==> src/rtl/rng_arb_pkg.sv <==
// Shared types and sizing helpers for the RNG request arbiter.
// Holds the FSM state enum, the counter width and the index-width function.
package rng_arb_pkg;

   typedef enum logic [2:0] {
      IDLE,
      ISSUE,
      WAIT,
      DONE,
      ERR
   } arb_state_e;

   localparam int N_DEF   = 4;
   localparam int W_DEF   = 8;
   localparam int LAT_DEF = 1;
   localparam int LAT_MAX = 4;

   // Wait counter must hold RNG_LATENCY up to LAT_MAX.
   localparam int CNT_W = $clog2(LAT_MAX + 1);

   // Index width with a floor of one bit.
   function automatic int idx_w(input int n);
      return (n < 2) ? 1 : $clog2(n);
   endfunction

   localparam int IDX_W = idx_w(N_DEF);

endpackage

==> src/rtl/rng_request_arbiter_if.sv <==
// Bus between the arbiter, its N requesters and the RandomGenerator.
// master: arbiter side; slave: requesters plus generator side.
interface rng_request_arbiter_if #(
   parameter int N = 4,
   parameter int W = 8
);

   logic [N-1:0]   in_req;
   logic [N*W-1:0] in_min;
   logic [N*W-1:0] in_max;
   logic [N-1:0]   out_ack;
   logic [W-1:0]   out_rnd;
   logic           out_range_err;

   logic           out_rng_enable;
   logic [W-1:0]   out_rng_min;
   logic [W-1:0]   out_rng_max;
   logic [W-1:0]   in_rng_value;

   modport master (
      input  in_req,
      input  in_min,
      input  in_max,
      output out_ack,
      output out_rnd,
      output out_range_err,
      output out_rng_enable,
      output out_rng_min,
      output out_rng_max,
      input  in_rng_value
   );

   modport slave (
      output in_req,
      output in_min,
      output in_max,
      input  out_ack,
      input  out_rnd,
      input  out_range_err,
      input  out_rng_enable,
      input  out_rng_min,
      input  out_rng_max,
      output in_rng_value
   );

endinterface

==> src/rtl/rr_priority_picker.sv <==
// Round-robin priority search: first set req bit at or after rr_ptr, wrapping.
// Ports: req, rr_ptr in; found flag and selected idx out (combinational).
module rr_priority_picker #(
   parameter int N  = 4,
   parameter int IW = 2
) (
   input  logic [N-1:0]  req,
   input  logic [IW-1:0] rr_ptr,
   output logic          found,
   output logic [IW-1:0] idx
);

   always_comb begin
      int j;
      found = 1'b0;
      idx   = '0;
      j     = 0;
      for (int k = 0; k < N; k++) begin
         j = int'(rr_ptr) + k;
         if (j >= N) j = j - N;
         if (!found && req[j]) begin
            found = 1'b1;
            idx   = IW'(j);
         end
      end
   end

endmodule

==> src/rtl/rng_request_arbiter.sv <==
// Shares one RandomGenerator among N range requesters, round-robin.
// Ports: in_clock, in_reset (sync, active high), bus (master modport).
module rng_request_arbiter
   import rng_arb_pkg::*;
#(
   parameter int N           = N_DEF,
   parameter int W           = W_DEF,
   parameter int RNG_LATENCY = LAT_DEF
) (
   input logic                 in_clock,
   input logic                 in_reset,
   rng_request_arbiter_if.master bus
);

   localparam int IW = idx_w(N);

   arb_state_e     state_q, state_d;
   logic [IW-1:0]  idx_q, idx_d;
   logic [IW-1:0]  ptr_q, ptr_d;
   logic [W-1:0]   min_q, min_d;
   logic [W-1:0]   max_q, max_d;
   logic [CNT_W-1:0] cnt_q, cnt_d;
   logic [N-1:0]   ack_q, ack_d;
   logic [W-1:0]   rnd_q, rnd_d;
   logic           err_q, err_d;
   logic           en_q, en_d;

   logic           pick_found;
   logic [IW-1:0]  pick_idx;
   logic [W-1:0]   sel_min;
   logic [W-1:0]   sel_max;

   rr_priority_picker #(
      .N  (N),
      .IW (IW)
   ) u_pick (
      .req    (bus.in_req),
      .rr_ptr (ptr_q),
      .found  (pick_found),
      .idx    (pick_idx)
   );

   always_comb begin
      sel_min = bus.in_min[pick_idx*W +: W];
      sel_max = bus.in_max[pick_idx*W +: W];
   end

   always_comb begin
      state_d = state_q;
      idx_d   = idx_q;
      ptr_d   = ptr_q;
      min_d   = min_q;
      max_d   = max_q;
      cnt_d   = cnt_q;
      ack_d   = '0;
      rnd_d   = '0;
      err_d   = 1'b0;
      en_d    = 1'b0;

      unique case (state_q)
         IDLE: begin
            if (pick_found) begin
               idx_d = pick_idx;
               min_d = sel_min;
               max_d = sel_max;
               if ($signed(sel_min) > $signed(sel_max)) begin
                  state_d = ERR;
                  // Error path returns the lower bound as the result.
                  rnd_d   = sel_min;
               end else begin
                  state_d = ISSUE;
               end
            end
         end
         ISSUE: begin
            cnt_d   = CNT_W'(RNG_LATENCY);
            state_d = WAIT;
         end
         WAIT: begin
            cnt_d = cnt_q - CNT_W'(1);
            if (cnt_q == CNT_W'(1)) begin
               rnd_d   = bus.in_rng_value;
               state_d = DONE;
            end
         end
         DONE, ERR: begin
            if (idx_q == IW'(N - 1)) ptr_d = '0;
            else                     ptr_d = idx_q + IW'(1);
            state_d = IDLE;
         end
         default: state_d = IDLE;
      endcase

      // Outputs are registered, so decode them from the next state.
      en_d  = (state_d == ISSUE);
      err_d = (state_d == ERR);
      if (state_d == DONE || state_d == ERR) ack_d[idx_d] = 1'b1;
   end

   always_ff @(posedge in_clock) begin
      if (in_reset) begin
         state_q <= IDLE;
         idx_q   <= '0;
         ptr_q   <= '0;
         min_q   <= '0;
         max_q   <= '0;
         cnt_q   <= '0;
         ack_q   <= '0;
         rnd_q   <= '0;
         err_q   <= 1'b0;
         en_q    <= 1'b0;
      end else begin
         state_q <= state_d;
         idx_q   <= idx_d;
         ptr_q   <= ptr_d;
         min_q   <= min_d;
         max_q   <= max_d;
         cnt_q   <= cnt_d;
         ack_q   <= ack_d;
         rnd_q   <= rnd_d;
         err_q   <= err_d;
         en_q    <= en_d;
      end
   end

   assign bus.out_ack        = ack_q;
   assign bus.out_rnd        = rnd_q;
   assign bus.out_range_err  = err_q;
   assign bus.out_rng_enable = en_q;
   assign bus.out_rng_min    = min_q;
   assign bus.out_rng_max    = max_q;

endmodule

==> src/flat_wrapper.sv <==
// flat-port wrapper written by rule: the top's interface ports become plain ports
module rng_request_arbiter_flat import rng_arb_pkg::*;
#(
   parameter int N           = N_DEF,
   parameter int W           = W_DEF,
   parameter int RNG_LATENCY = LAT_DEF
)
  (in_clock, in_reset, bus_in_req, bus_in_min, bus_in_max, bus_out_ack, bus_out_rnd, bus_out_range_err, bus_out_rng_enable, bus_out_rng_min, bus_out_rng_max, bus_in_rng_value);
  rng_request_arbiter_if #(.N(N), .W(W)) bus_i ();
  input logic in_clock;
  input logic in_reset;
  input wire logic [$bits(bus_i.in_req)-1:0] bus_in_req;
  input wire logic [$bits(bus_i.in_min)-1:0] bus_in_min;
  input wire logic [$bits(bus_i.in_max)-1:0] bus_in_max;
  output wire logic [$bits(bus_i.out_ack)-1:0] bus_out_ack;
  output wire logic [$bits(bus_i.out_rnd)-1:0] bus_out_rnd;
  output wire logic [$bits(bus_i.out_range_err)-1:0] bus_out_range_err;
  output wire logic [$bits(bus_i.out_rng_enable)-1:0] bus_out_rng_enable;
  output wire logic [$bits(bus_i.out_rng_min)-1:0] bus_out_rng_min;
  output wire logic [$bits(bus_i.out_rng_max)-1:0] bus_out_rng_max;
  input wire logic [$bits(bus_i.in_rng_value)-1:0] bus_in_rng_value;
  assign bus_i.in_req = bus_in_req;
  assign bus_i.in_min = bus_in_min;
  assign bus_i.in_max = bus_in_max;
  assign bus_out_ack = bus_i.out_ack;
  assign bus_out_rnd = bus_i.out_rnd;
  assign bus_out_range_err = bus_i.out_range_err;
  assign bus_out_rng_enable = bus_i.out_rng_enable;
  assign bus_out_rng_min = bus_i.out_rng_min;
  assign bus_out_rng_max = bus_i.out_rng_max;
  assign bus_i.in_rng_value = bus_in_rng_value;
  rng_request_arbiter #(.N(N), .W(W), .RNG_LATENCY(RNG_LATENCY)) u_core (.in_clock(in_clock), .in_reset(in_reset), .bus(bus_i));
endmodule
==> config.mk <==
export PLATFORM = sky130hd
export DESIGN_NAME = rng_request_arbiter_flat
export DESIGN_NICKNAME = d
export VERILOG_FILES = /design/src/rtl/rng_arb_pkg.sv /design/src/rtl/rng_request_arbiter_if.sv /design/src/rtl/rr_priority_picker.sv /design/src/rtl/rng_request_arbiter.sv /design/src/flat_wrapper.sv
export SDC_FILE = /design/constraint.sdc
export NUM_CORES = 1
export LEC_CHECK = 0
export CAP_MARGIN = 5
export CORE_MARGIN = 2
export CORE_UTILIZATION = 29
export CTS_CLUSTER_DIAMETER = 60
export DETAILED_ROUTE_END_ITERATION = 8
export GPL_ROUTABILITY_DRIVEN = 0
export HOLD_SLACK_MARGIN = 0.06
export MAX_ROUTING_LAYER = met4
export PLACE_DENSITY_LB_ADDON = 0.3
export SYNTH_ARGS = -nofsm -noshare
export SYNTH_HDL_FRONTEND = slang
export SYNTH_HIERARCHICAL = 1
export SYNTH_SLANG_ARGS = --single-unit
==> constraint.sdc <==
create_clock -name in_clock -period 4.9 [get_ports in_clock]
set_input_delay 0.98 -clock in_clock [delete_from_list [all_inputs] [get_ports in_clock]]
set_output_delay 0.98 -clock in_clock [all_outputs]
set_load 0.03 [all_outputs]
==> results.json <==
{
  "post_cts_resized": 0,
  "status": "finished, final reports clean",
  "comb_share_pct": 36.99,
  "yosys_cells": 232,
  "overflow": 0,
  "p_total_w": 0.001851,
  "worstHoldStart": "u_core/bus.out_rng_min[7]",
  "min_to": "u_core/bus.out_rng_min[7]",
  "fin_setup_tns_ps": 0,
  "clock.fmax_mhz": 223.7,
  "io_buffers": 107,
  "cts_setup_buffers": 0,
  "coreArea_sq_um": 7607,
  "maxSlewHeadroom_pct": 40.68,
  "n_antenna_cell": 0,
  "cts_max_path_buffers": 2,
  "rsz0062_at_grt": "no",
  "r2r_end": "u_core/bus.out_rnd[3]",
  "path_class": "in2reg",
  "fp.dieH_um": 91.88,
  "dominant_cells": "logic gates",
  "cts_sinks": 40
}
## logic make-up after synthesis
logic type	share of synthesized area (%)
AND-OR/OR-AND	16.37
XOR/XNOR	0.3911
adder cells (fa/ha/maj)	6.145
buffers and inverters	6.871
flip-flops	35.75
multiplexers	18.04
AND/OR/NAND/NOR	16.42
## metrics by stage
step / utilization (%) / hold WS, ps / worst slack, ps / area, sq um
floorplan: - / 472.1 / 769.6 / 2240
global placement: 44.67 / 444.1 / 217.5 / 3398
detailed placement: 44.67 / 446.1 / 139.6 / 3398
CTS: 45.94 / 458.0 / 446.2 / 3495
global route: 45.94 / 476.0 / 215.3 / 3495
finish: 45.94 / 455.1 / 430.1 / 3495
## how the worst max path moves through the flow
stage,cells after the start,slack (ps),to,from
5_1_grt,12,220,u_core/bus.out_rnd[4],bus_in_req[1]
4_1_cts,12,450,u_core/bus.out_rnd[3],bus_in_req[1]
2_1_floorplan,14,770,u_core/bus.out_rnd[0],bus_in_req[1]
6_report,12,430,u_core/bus.out_rnd[3],bus_in_req[1]
3_5_place_dp,12,140,u_core/bus.out_rnd[1],bus_in_req[1]
3_3_place_gp,12,220,u_core/bus.out_rnd[1],bus_in_req[1]
## power by group through the flow
| stage | logic (W) | registers (W) | clock network [W] |
|---|---|---|---|
| global placement | 0.00108 | 0.000533 | 0 |
| floorplan | 0.000598 | 0.000685 | 0 |
| CTS | 0.00109 | 0.000529 | 0.000240 |
| global route | 0.00119 | 0.000543 | 0.000253 |
| detailed placement | 0.00109 | 0.000536 | 0 |
| finish | 0.00109 | 0.000527 | 0.000233 |
## metal layers
layer / wire length, um / track usage, % / vias to the layer above
li1: - / - / 1044
met2: 3035 / 23.84 / 74
met1: 2847 / 20.32 / 998
met3: 394 / 3.615 / 13
met4: 169 / 5.721 / 0
met5: 0 / - / -
Figure 1. Metal 1.
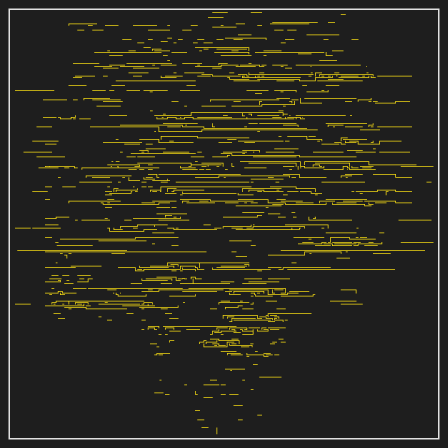
main direction	horizontal
wire length on this layer	2850 um
longest straight run	34.5 um
nets with wire on the layer	373
share of all routed wire	44%
total number of vias: 2129
routed wire length: 6446 um
met1 Resource Use GR: 20.32%

Figure 2. Register map, names as in the netlist.
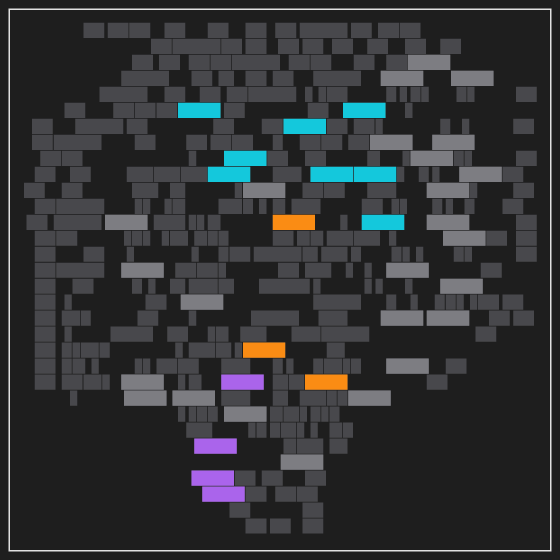
signal	color	flops
u_core/bus.out_rnd	cyan	8
u_core/bus.out_ack	purple	4
u_core/state_q	orange	3
not colored	25
Seq area share: 22.91%
FF/Latch Area: 800.8 sq um

Figure 3. Clock distribution.
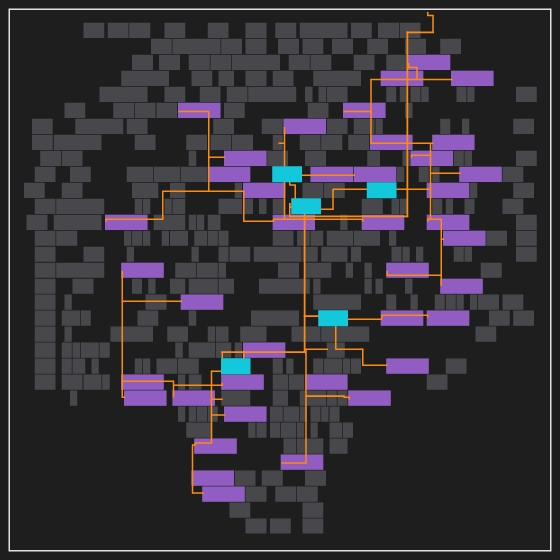
[flip-flops] purple | count: 40
[clock wires] orange | length: 492 um
[clock drivers] cyan | count: 5
routed clock nets	6
skew final: 5.937 ps
Late-Pin Clk Latency: 290 ps
clock share of power: 12.6%

No activity file was given, so power comes from the tool's default toggle rates.
